**Signal wires on met3**

(3 px per um)
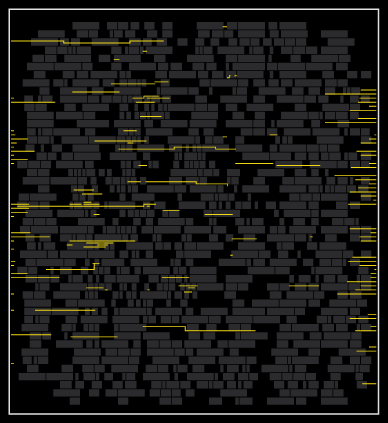
**I/O nets highlighted**

(4 px per um)
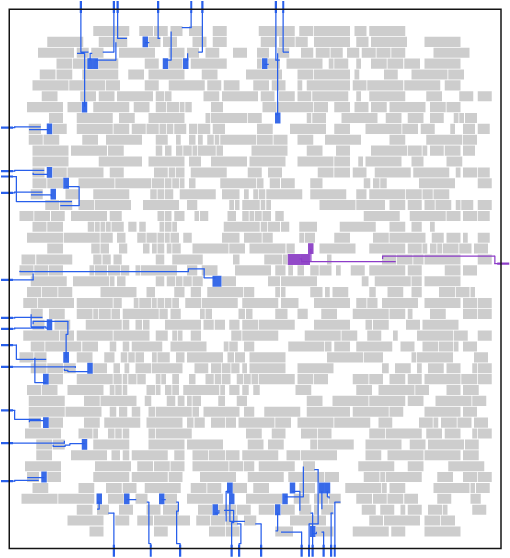
`src/rtl/fetch_ctrl_pkg.sv`:
```
// Shared definitions for the instruction-fetch sequencer: widths, state encoding,
// and the PC wrap helper.
package fetch_ctrl_pkg;

   localparam int PC_W           = 32;
   localparam int INST_W         = 32;
   localparam int ENTRY_W        = PC_W + INST_W;
   localparam int IMEM_DEPTH_DEF = 128;

   typedef enum logic [1:0] {
      FC_IDLE  = 2'd0,
      FC_RUN   = 2'd1,
      FC_DRAIN = 2'd2
   } fc_state_e;

   function automatic logic [PC_W-1:0] pc_wrap(input logic [PC_W-1:0] pc, input int depth);
      return pc % PC_W'(depth);
   endfunction

endpackage

```
`src/rtl/fetch_ctrl_if.sv`:
```
// Fetch control bus: sequencing controls, instruction memory port and decode handshake.
// master = fetch sequencer side, slave = surrounding core / memory side.
interface fetch_ctrl_if;
   import fetch_ctrl_pkg::*;

   logic              start;
   logic              halt_req;
   logic              redirect_valid;
   logic [PC_W-1:0]   redirect_pc;
   logic [PC_W-1:0]   imem_pc;
   logic [INST_W-1:0] imem_inst;
   logic              out_valid;
   logic              out_ready;
   logic [INST_W-1:0] out_inst;
   logic [PC_W-1:0]   out_pc;
   logic              busy;

   modport master (
      input  start, halt_req, redirect_valid, redirect_pc, imem_inst, out_ready,
      output imem_pc, out_valid, out_inst, out_pc, busy
   );

   modport slave (
      output start, halt_req, redirect_valid, redirect_pc, imem_inst, out_ready,
      input  imem_pc, out_valid, out_inst, out_pc, busy
   );

endinterface

```
`src/rtl/fetch_fifo.sv`:
```
// Synchronous fetch FIFO holding {pc, inst} entries. Flush wins over push/pop,
// and a push into a full FIFO is accepted when the head is popped in the same cycle.
module fetch_fifo #(
   parameter  int WIDTH = 64,
   parameter  int DEPTH = 2,
   localparam int AW    = $clog2(DEPTH),
   localparam int CW    = $clog2(DEPTH + 1)
) (
   input  logic             clk,
   input  logic             rst_n,
   input  logic             push,
   input  logic             pop,
   input  logic             flush,
   input  logic [WIDTH-1:0] wr_data,
   output logic [WIDTH-1:0] rd_data,
   output logic             full,
   output logic             empty,
   output logic [CW-1:0]    count
);

   logic [WIDTH-1:0] mem_q [DEPTH];
   logic [AW-1:0]    wr_ptr_q, rd_ptr_q;
   logic [CW-1:0]    count_q;
   logic             do_push, do_pop;

   assign full    = (count_q == CW'(DEPTH));
   assign empty   = (count_q == '0);
   assign count   = count_q;
   assign do_pop  = pop & ~empty;
   assign do_push = push & (~full | do_pop);
   assign rd_data = empty ? '0 : mem_q[rd_ptr_q];

   // Pointers wrap naturally because DEPTH is a power of two.
   always_ff @(posedge clk or negedge rst_n) begin
      if (!rst_n) begin
         wr_ptr_q <= '0;
         rd_ptr_q <= '0;
         count_q  <= '0;
         for (int i = 0; i < DEPTH; i++) mem_q[i] <= '0;
      end else if (flush) begin
         wr_ptr_q <= '0;
         rd_ptr_q <= '0;
         count_q  <= '0;
      end else begin
         if (do_push) begin
            mem_q[wr_ptr_q] <= wr_data;
            wr_ptr_q        <= wr_ptr_q + AW'(1);
         end
         if (do_pop) rd_ptr_q <= rd_ptr_q + AW'(1);
         case ({do_push, do_pop})
            2'b10:   count_q <= count_q + CW'(1);
            2'b01:   count_q <= count_q - CW'(1);
            default: count_q <= count_q;
         endcase
      end
   end

endmodule

```
`src/rtl/fetch_ctrl.sv`:
```
// Instruction-fetch sequencer: owns the PC, reads the instruction memory and
// buffers {pc, inst} pairs for decode.
//
//   state    | meaning
//   FC_IDLE  | not fetching; waits for start
//   FC_RUN   | fetching one word per cycle while the buffer has room
//   FC_DRAIN | fetch stopped; buffered entries still handed to decode
module fetch_ctrl
   import fetch_ctrl_pkg::*;
#(
   parameter int IMEM_DEPTH = IMEM_DEPTH_DEF,
   parameter int RESET_PC   = 0,
   parameter int BUF_DEPTH  = 2
) (
   input  logic         clk,
   input  logic         rst_n,
   fetch_ctrl_if.master bus
);

   localparam int CW = $clog2(BUF_DEPTH + 1);

   fc_state_e         state_q;
   logic [PC_W-1:0]   pc_q;
   logic              busy_q;
   logic [PC_W-1:0]   pc_next_d;
   logic [PC_W-1:0]   redirect_pc_d;
   logic              pop, push, flush, drained;
   logic              fifo_full, fifo_empty;
   logic [CW-1:0]     fifo_count;
   logic [ENTRY_W-1:0] fifo_rd_data;

   assign pop   = bus.out_valid & bus.out_ready;
   assign flush = bus.redirect_valid & (state_q != FC_IDLE);
   assign push  = (state_q == FC_RUN) & ~bus.redirect_valid & ~bus.halt_req
                  & (~fifo_full | pop);
   // Buffer is empty once this cycle's pop (if any) has been taken.
   assign drained = fifo_empty | ((fifo_count == CW'(1)) & pop);

   assign pc_next_d     = (pc_q == PC_W'(IMEM_DEPTH - 1)) ? '0 : pc_q + PC_W'(1);
   assign redirect_pc_d = pc_wrap(bus.redirect_pc, IMEM_DEPTH);

   always_ff @(posedge clk or negedge rst_n) begin
      if (!rst_n) begin
         state_q <= FC_IDLE;
         pc_q    <= PC_W'(RESET_PC);
         busy_q  <= 1'b0;
      end else begin
         case (state_q)
            FC_IDLE: begin
               if (bus.start) begin
                  state_q <= FC_RUN;
                  pc_q    <= PC_W'(RESET_PC);
                  busy_q  <= 1'b1;
               end
            end
            FC_RUN: begin
               if (bus.redirect_valid) begin
                  pc_q <= redirect_pc_d;
                  if (bus.halt_req) begin
                     state_q <= FC_IDLE;
                     busy_q  <= 1'b0;
                  end
               end else if (bus.halt_req) begin
                  state_q <= drained ? FC_IDLE : FC_DRAIN;
                  busy_q  <= ~drained;
               end else if (push) begin
                  pc_q <= pc_next_d;
               end
            end
            FC_DRAIN: begin
               if (bus.redirect_valid) begin
                  pc_q    <= redirect_pc_d;
                  state_q <= FC_IDLE;
                  busy_q  <= 1'b0;
               end else if (drained) begin
                  state_q <= FC_IDLE;
                  busy_q  <= 1'b0;
               end
            end
            default: begin
               state_q <= FC_IDLE;
               busy_q  <= 1'b0;
            end
         endcase
      end
   end

   fetch_fifo #(
      .WIDTH (ENTRY_W),
      .DEPTH (BUF_DEPTH)
   ) u_fifo (
      .clk     (clk),
      .rst_n   (rst_n),
      .push    (push),
      .pop     (pop),
      .flush   (flush),
      .wr_data ({pc_q, bus.imem_inst}),
      .rd_data (fifo_rd_data),
      .full    (fifo_full),
      .empty   (fifo_empty),
      .count   (fifo_count)
   );

   assign bus.imem_pc   = pc_q;
   assign bus.out_valid = ~fifo_empty;
   assign bus.out_pc    = fifo_rd_data[ENTRY_W-1:INST_W];
   assign bus.out_inst  = fifo_rd_data[INST_W-1:0];
   assign bus.busy      = busy_q;

endmodule

```
`src/flat_wrapper.sv`:
```
// flat-port wrapper written by rule: the top's interface ports become plain ports
module fetch_ctrl_flat import fetch_ctrl_pkg::*;
#(
   parameter int IMEM_DEPTH = IMEM_DEPTH_DEF,
   parameter int RESET_PC   = 0,
   parameter int BUF_DEPTH  = 2
)
  (clk, rst_n, bus_start, bus_halt_req, bus_redirect_valid, bus_redirect_pc, bus_imem_inst, bus_out_ready, bus_imem_pc, bus_out_valid, bus_out_inst, bus_out_pc, bus_busy);
  fetch_ctrl_if bus_i ();
  input  logic clk;
  input  logic rst_n;
  input wire logic [$bits(bus_i.start)-1:0] bus_start;
  input wire logic [$bits(bus_i.halt_req)-1:0] bus_halt_req;
  input wire logic [$bits(bus_i.redirect_valid)-1:0] bus_redirect_valid;
  input wire logic [$bits(bus_i.redirect_pc)-1:0] bus_redirect_pc;
  input wire logic [$bits(bus_i.imem_inst)-1:0] bus_imem_inst;
  input wire logic [$bits(bus_i.out_ready)-1:0] bus_out_ready;
  output wire logic [$bits(bus_i.imem_pc)-1:0] bus_imem_pc;
  output wire logic [$bits(bus_i.out_valid)-1:0] bus_out_valid;
  output wire logic [$bits(bus_i.out_inst)-1:0] bus_out_inst;
  output wire logic [$bits(bus_i.out_pc)-1:0] bus_out_pc;
  output wire logic [$bits(bus_i.busy)-1:0] bus_busy;
  assign bus_i.start = bus_start;
  assign bus_i.halt_req = bus_halt_req;
  assign bus_i.redirect_valid = bus_redirect_valid;
  assign bus_i.redirect_pc = bus_redirect_pc;
  assign bus_i.imem_inst = bus_imem_inst;
  assign bus_i.out_ready = bus_out_ready;
  assign bus_imem_pc = bus_i.imem_pc;
  assign bus_out_valid = bus_i.out_valid;
  assign bus_out_inst = bus_i.out_inst;
  assign bus_out_pc = bus_i.out_pc;
  assign bus_busy = bus_i.busy;
  fetch_ctrl #(.IMEM_DEPTH(IMEM_DEPTH), .RESET_PC(RESET_PC), .BUF_DEPTH(BUF_DEPTH)) u_core (.clk(clk), .rst_n(rst_n), .bus(bus_i));
endmodule
```
`config.mk`:
```
export PLATFORM = sky130hd
export DESIGN_NAME = fetch_ctrl_flat
export DESIGN_NICKNAME = d
export VERILOG_FILES = /design/src/rtl/fetch_ctrl_pkg.sv /design/src/rtl/fetch_ctrl_if.sv /design/src/rtl/fetch_fifo.sv /design/src/rtl/fetch_ctrl.sv /design/src/flat_wrapper.sv
export SDC_FILE = /design/constraint.sdc
export NUM_CORES = 1
export LEC_CHECK = 0
export CORE_ASPECT_RATIO = 1.1
export CORE_MARGIN = 2
export CORE_UTILIZATION = 52
export DETAILED_ROUTE_END_ITERATION = 10
export GPL_ROUTABILITY_DRIVEN = 0
export GPL_TIMING_DRIVEN = 0
export HOLD_SLACK_MARGIN = 0.1
export PLACE_DENSITY_LB_ADDON = 0.08
export RECOVER_POWER = 50
export SYNTH_ARGS = -nofsm -noshare
export SYNTH_HDL_FRONTEND = slang
export SYNTH_SLANG_ARGS = --single-unit
```
`constraint.sdc`:
```
create_clock -name clk -period 2.61 [get_ports clk]
set_input_delay 0.522 -clock clk [delete_from_list [all_inputs] [get_ports clk]]
set_output_delay 0.522 -clock clk [all_outputs]
set_load 0.01 [all_outputs]
```
==> job_summary.md <==
## Synthesis and layout report

| Metric | Value |
|---|---|
| Met3 global-route usage | `0.0514` |
| Count leader, synth | `dfrtp_1` |
| Synth Seq Share | `0.520` |
| Power density cells | `about 970 nW/um^2` |
| WL met2 | `9460 um` |
| Met2 GRT Util | `0.392` |
| Post-cts resize count | `approximately 74` |
| Critical R2R Launch | `u_core.state_q[1]` |
| GR Util met1 | `0.294` |
| Yosys stat area | `~8000 um^2` |
| Combinational Power Share | `0.386` |
| Clock Skew | `5.08 ps` |
| Crit. End Element | `output pin` |
| Max frequency | `just under 400 MHz` |
| Period minus WS final | `~2500 ps` |
| Top_reg_cell synth | `dfrtp_1` |
| Non-CTS inverters | `15` |
| WL met1 | `8000 um` |
| FFs w/ async S/R, synth | `1.00` |
| Routed vias | `between 5000 and 6000` |
| Main area contributors | `dfrtp_1, mux2_2, mux2i_1, nor2_1, ha_1` |
| Hold Path Depth | `1` |
| Non-Clock Buffer Count | `~190` |
| DIE WIDTH | `123 um` |
| Num tapcells | `196` |
| Most frequent logic cell in the layout | `dfrtp_1` |
| Pwr Total | `~0.01 W` |
| Total number of yosys warnings | `0` |
| Clock group | `between 0.002 and 0.003 W` |
| Crit Path Max Fanout | `10` |
| HP Class | `flip-flop to flip-flop` |
| Status | `finished clean` |
| WP data arrival | `about 2000 ps` |
| Seq. pwr | `about 0.0036 W` |
| Ao+oa area frac | `0.0498` |
| Initial detailed-routing violation count | `between 300 and 400` |
| Top delay family on crit path | `buffers and inverters` |
| Cells after Synth | `around 680` |
| CTS tree | `yes` |
| Met3 Wirelength | `886 um` |
| Multi-input combinational area share | `0.346` |
| Final period utilization | `0.968` |
| Crit start category | `flip-flop` |
Back to the opening pictures, 'signal wires on met3':
The layer carries 887 um of wire. The wires run mostly horizontal. The layer holds 4.7% of the routed length. The longest straight run is 42.1 um. 102 nets have wire on it.

Back to the opening pictures, 'I/O nets highlighted':
Key: purple = `bus_halt_req` [bits 1, direction input, edge right, end cells 3, wire 59.1 um]; blue = `bus_out_pc` [bits 32, direction output, edge 12 left, 12 bottom, 8 top, end cells 32, wire 584 um]
port buffer count: 142
Ports: 168

Power is estimated from default activity; no workload was simulated.
